[src/rtl/pulse_gen.sv]
// pulse_gen: programmable pulse-train transmitter.
// Emits num pulses of hi_len cycles high separated by lo_len cycles low,
// reporting progress on sent and completion/abort on a one-cycle done strobe.
// Optional feature macro: PULSE_GEN_CONT_EN (num=0 at start runs continuously
// until stop). Without it, num=0 produces an immediate done and no pulses.
module pulse_gen #(
    parameter int unsigned CNT_WIDTH = 32,
    parameter int unsigned LEN_WIDTH = 16
) (
    input  logic                 clk,
    input  logic                 rst,
    input  logic                 start,
    input  logic                 stop,
    input  logic [CNT_WIDTH-1:0] num,
    input  logic [LEN_WIDTH-1:0] hi_len,
    input  logic [LEN_WIDTH-1:0] lo_len,
    output logic                 d_o,
    output logic                 busy,
    output logic                 done,
    output logic [CNT_WIDTH-1:0] sent
);

    typedef enum logic [1:0] {
        IDLE = 2'd0,
        HIGH = 2'd1,
        LOW  = 2'd2
    } state_t;

    state_t               state;
    logic [CNT_WIDTH-1:0] num_q;
    logic [LEN_WIDTH-1:0] hi_rl_q;
    logic [LEN_WIDTH-1:0] lo_rl_q;
    logic [LEN_WIDTH-1:0] phase_cnt;

    // Reload values are (length - 1), with a zero length treated as one cycle.
    logic [LEN_WIDTH-1:0] hi_rl;
    logic [LEN_WIDTH-1:0] lo_rl;
    logic                 num_zero;
    logic                 launch;
    logic                 last_pulse;

    assign hi_rl    = (hi_len == '0) ? '0 : hi_len - LEN_WIDTH'(1);
    assign lo_rl    = (lo_len == '0) ? '0 : lo_len - LEN_WIDTH'(1);
    assign num_zero = (num == '0);

`ifdef PULSE_GEN_CONT_EN
    logic cont_q;

    // A continuous train never reaches a last pulse; it ends only on stop.
    assign launch     = start && !stop;
    assign last_pulse = !cont_q && (sent == num_q);

    // Continuous-mode flag, latched with the rest of the configuration.
    always_ff @(posedge clk or posedge rst) begin
        if (rst) begin
            cont_q <= 1'b0;
        end else if (state == IDLE && launch) begin
            cont_q <= num_zero;
        end
    end
`else
    assign launch     = start && !stop && !num_zero;
    assign last_pulse = (sent == num_q);
`endif

    // Pulse-train FSM with registered outputs and phase down-counter.
    always_ff @(posedge clk or posedge rst) begin
        if (rst) begin
            state     <= IDLE;
            d_o       <= 1'b0;
            busy      <= 1'b0;
            done      <= 1'b0;
            sent      <= '0;
            num_q     <= '0;
            hi_rl_q   <= '0;
            lo_rl_q   <= '0;
            phase_cnt <= '0;
        end else begin
            done <= 1'b0;
            case (state)
                IDLE: begin
                    if (launch) begin
                        state     <= HIGH;
                        d_o       <= 1'b1;
                        busy      <= 1'b1;
                        sent      <= CNT_WIDTH'(1);
                        num_q     <= num;
                        hi_rl_q   <= hi_rl;
                        lo_rl_q   <= lo_rl;
                        phase_cnt <= hi_rl;
                    end else if (start && !stop) begin
                        // Zero-length train: report completion without pulsing.
                        done <= 1'b1;
                        sent <= '0;
                    end
                end
                HIGH: begin
                    if (stop) begin
                        state <= IDLE;
                        d_o   <= 1'b0;
                        busy  <= 1'b0;
                        done  <= 1'b1;
                    end else if (phase_cnt != '0) begin
                        phase_cnt <= phase_cnt - LEN_WIDTH'(1);
                    end else if (last_pulse) begin
                        state <= IDLE;
                        d_o   <= 1'b0;
                        busy  <= 1'b0;
                        done  <= 1'b1;
                    end else begin
                        state     <= LOW;
                        d_o       <= 1'b0;
                        phase_cnt <= lo_rl_q;
                    end
                end
                LOW: begin
                    if (stop) begin
                        state <= IDLE;
                        d_o   <= 1'b0;
                        busy  <= 1'b0;
                        done  <= 1'b1;
                    end else if (phase_cnt != '0) begin
                        phase_cnt <= phase_cnt - LEN_WIDTH'(1);
                    end else begin
                        state     <= HIGH;
                        d_o       <= 1'b1;
                        sent      <= sent + CNT_WIDTH'(1);
                        phase_cnt <= hi_rl_q;
                    end
                end
                default: begin
                    state <= IDLE;
                    d_o   <= 1'b0;
                    busy  <= 1'b0;
                end
            endcase
        end
    end

endmodule
[config.mk]
export PLATFORM = sky130hd
export DESIGN_NAME = pulse_gen
export DESIGN_NICKNAME = d
export VERILOG_FILES = /design/src/rtl/pulse_gen.sv
export SDC_FILE = /design/constraint.sdc
export NUM_CORES = 1
export LEC_CHECK = 0
export CORE_MARGIN = 2
export CORE_UTILIZATION = 55
export DETAILED_ROUTE_END_ITERATION = 16
export GPL_TIMING_DRIVEN = 0
export HOLD_SLACK_MARGIN = 0.06
export PLACE_DENSITY = 0.77
export SLEW_MARGIN = 30
export SYNTH_ARGS = -nofsm -noshare
export SYNTH_HDL_FRONTEND = slang
export SYNTH_SLANG_ARGS = --single-unit
[constraint.sdc]
create_clock -name clk -period 4.1 [get_ports clk]
set_input_delay 0.41 -clock clk [delete_from_list [all_inputs] [get_ports clk]]
set_output_delay 0.41 -clock clk [all_outputs]
set_load 0.005 [all_outputs]
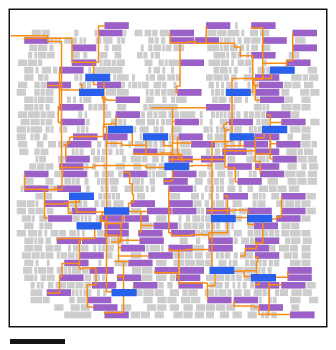
Figure 1: run 1, clock wires, drivers and flops.
The bar under the picture is 20 µm long.
[orange] clock wires | length: 1520 µm
[purple] flip-flops | count: 117
[blue] clock-net drivers | count: 17
routed clock nets: 18
worst setup skew after layout: 0.00556 ns
Clk Latency, worst-skew pair: 0.42 ns
power attributed to the clock group: 1.55 mW
Clock power frac: 27.8%

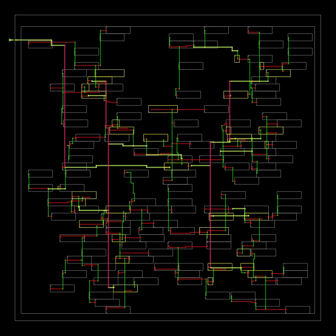
Figure 2: run 1, clock wiring as the flow saved it.
clk_buf instances: 24
number of buffers created by CTS: 17
registers: 117
clock tree sinks: 117

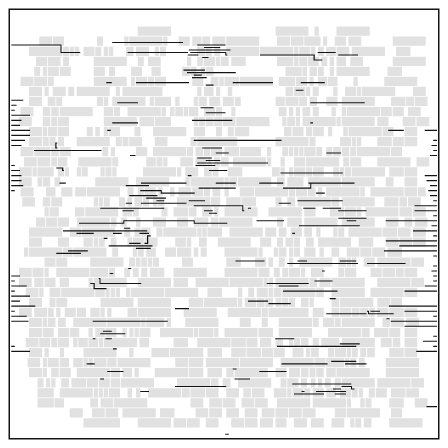
Figure 3: run 1, metal 3.
nets with wire on the layer: 162
main direction: horizontal
longest straight run: 23.5 µm
wire length on this layer: 1190 µm
number of vias after detailed routing: 6331
overall routed net length: 20.2 mm
Global Route met3 Usage: 6.01%

==> notes.md, run 1 <==
Main metrics from the flow reports.

The number of non-clock inverters is 20. The commonest cells after synthesis are dfrtp_1, nand2_1, o21ai_0. Setup repair after global routing left no endpoint under its margin. The maximum single-stage delay on the critical path came out at 0.62 ns. In this run, placement finished with an instance count of 993.

The detailed-route vias per instance came out at 6.18. The largest registers in the layout are num_q (32), sent (32). The slowest cell on the critical path is clkbuf_1. The cell-mix breakdown from Yosys lists the adder-cell area share as 2.00%. The sequential share of cell area is 33.4%. Traced cell by cell, the critical path runs through inv_1 > ha_1 > clkbuf_1 > a21o_1 > o22a_1 > a211o_1 > a31oi_1 > clkbuf_1 > mux2_2.

The synthesis report lists the most area-consuming cells as dfrtp_1, mux2_2, xor2_1, o21ai_0, xnor2_1. The portion of synthesized cell area occupied by the leading cell type is 42.5%. The hold buffer count at CTS came out at 0. The routing usage on met1 came out at 38.2%. STA classifies the critical path startpoint as a flip-flop. The met2 layer wire length in the routed design is 10.1 mm. The buffers plus inverters on the worst setup path is 3. The flow ran to the end, and the final reports show no timing, DRC or antenna violations. In this run the register-to-register setup slack is 0.74 ns.
==> inputs of run 2 (changes only) <==
Settings changed: CORE_UTILIZATION 55 to 50, PLACE_DENSITY 0.77 to 0.74.
Clock period 4.1 ns to 2.8 ns, I/O delays scaled along.
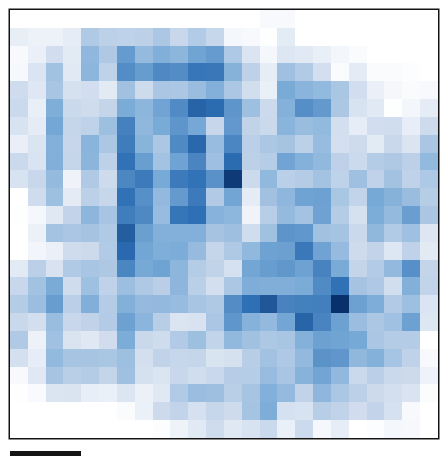
Figure 4: run 2, wire density map.
The bar under the picture is 20 µm long. 24 x 24 tiles, from white (low) to dark blue (high), scaled to the fullest tile. Values are wire area over tile area, all layers added.
nearly empty tiles: 11%
fullest tile: 0.73
mean over tiles: 0.22
emptiest ninth of the die: top right
overall global routing resource usage: 28.1%
number of vias after detailed routing: 6313

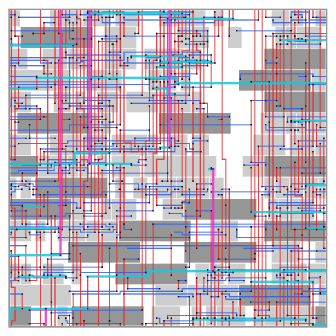
Figure 5: run 2, a small window of the routed layout.
Region (41, 41) to (81, 81) µm. Cells in gray, sequential cells in the stronger gray; small squares are vias.
[cyan] M3
[red] M2
[magenta] M4
[blue] M1
sequential cells in the window: 17
netlist names of flops here include: sent (9), phase_cnt (4), hi_rl_q (2)
cells with their middle in the window: 125
most frequent: dfrtp_1 (17), nor2_1 (14), nand2_1 (9)

==> run 2 against run 1 <==
Net effect:
- register-to-register slack worse by 0.68 ns
- via count down 0.28%
- combinational power up 55%
- area after synthesis unchanged
- total power up 51%
- first-iteration DRC count down 13%
==> notes.md, run 2 <==
Main metrics from the flow reports.

Per the timing report, the most critical flop-to-flop path finishes at sent[17]. The biggest slice of the total power is consumed by combinational cells. The total CTS buffers is 17 (unchanged). For reference, the top cells by area after synthesis are dfrtp_1, mux2_2, xor2_1, o21ai_0, xnor2_1. The headroom to the max-slew limit is 45.6%. STA classifies the critical path startpoint as a flip-flop. The clock sink count was 117 (unchanged). The hold buffer count at CTS was 0 (unchanged). The routing usage on met1 came out at 36.2% (-2.0 points). The clock buffer count in the final layout came out at 22 (-8.3%).

The setup slack of the most critical reg-to-reg path came out at 0.06 ns (-0.68 ns). The initial antenna violation count came to 0. The slowest cell on the critical path is or4_4. The maximum single-stage delay on the critical path came out at 0.58 ns (-0.04 ns). Per the detail_route log, the uppermost layer with routed signals is met4. For reference, the critical path cell chain is or4_4 > or4_4 > o21ai_4 > nand3_4 > or4_1 > a21oi_1.

The number of enable-type register cells in the synthesized netlist is 0. The met2 layer wire length in the routed design came to 9.79 mm (-3.6%). The flow ran to the end, and the final reports show no timing, DRC or antenna violations. The count of flip-flops and latches is 117 (unchanged). The synthesized-area fraction occupied by adder cells came to 2.00% (unchanged).

The sequential share of cell area came out at 32.2% (-1.2 points). The worst setup path is captured at a flip-flop. The number of placed instances, taps included was 1005 (+1.2%). The top logic cell by instance count in the layout is dfrtp_1. The first global-routing pass estimated 31.5 mm of wire. By count the netlist is led by dfrtp_1, nand2_1, o21ai_0. The met3 global-route usage came out at 6.20% (+0.19 points). The total power per unit cell area is 924 nW/µm². The largest registers in the layout are num_q (32), sent (32).

The portion of synthesized cell area occupied by the leading cell type came to 42.5% (unchanged). The buffers plus inverters on the worst setup path came to 0 (-3).
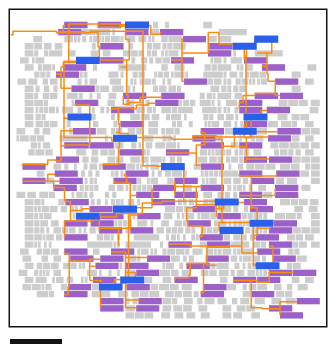
Figure 6: run 2, clock wires, drivers and flops.
The bar under the picture is 20 µm long.
Clk Latency, worst-skew pair: 0.43 ns
Clock power frac: 28.3%
worst setup skew after layout: 0.00702 ns
power attributed to the clock group: 2.38 mW

No activity file was given, so power comes from the tool's default toggle rates.
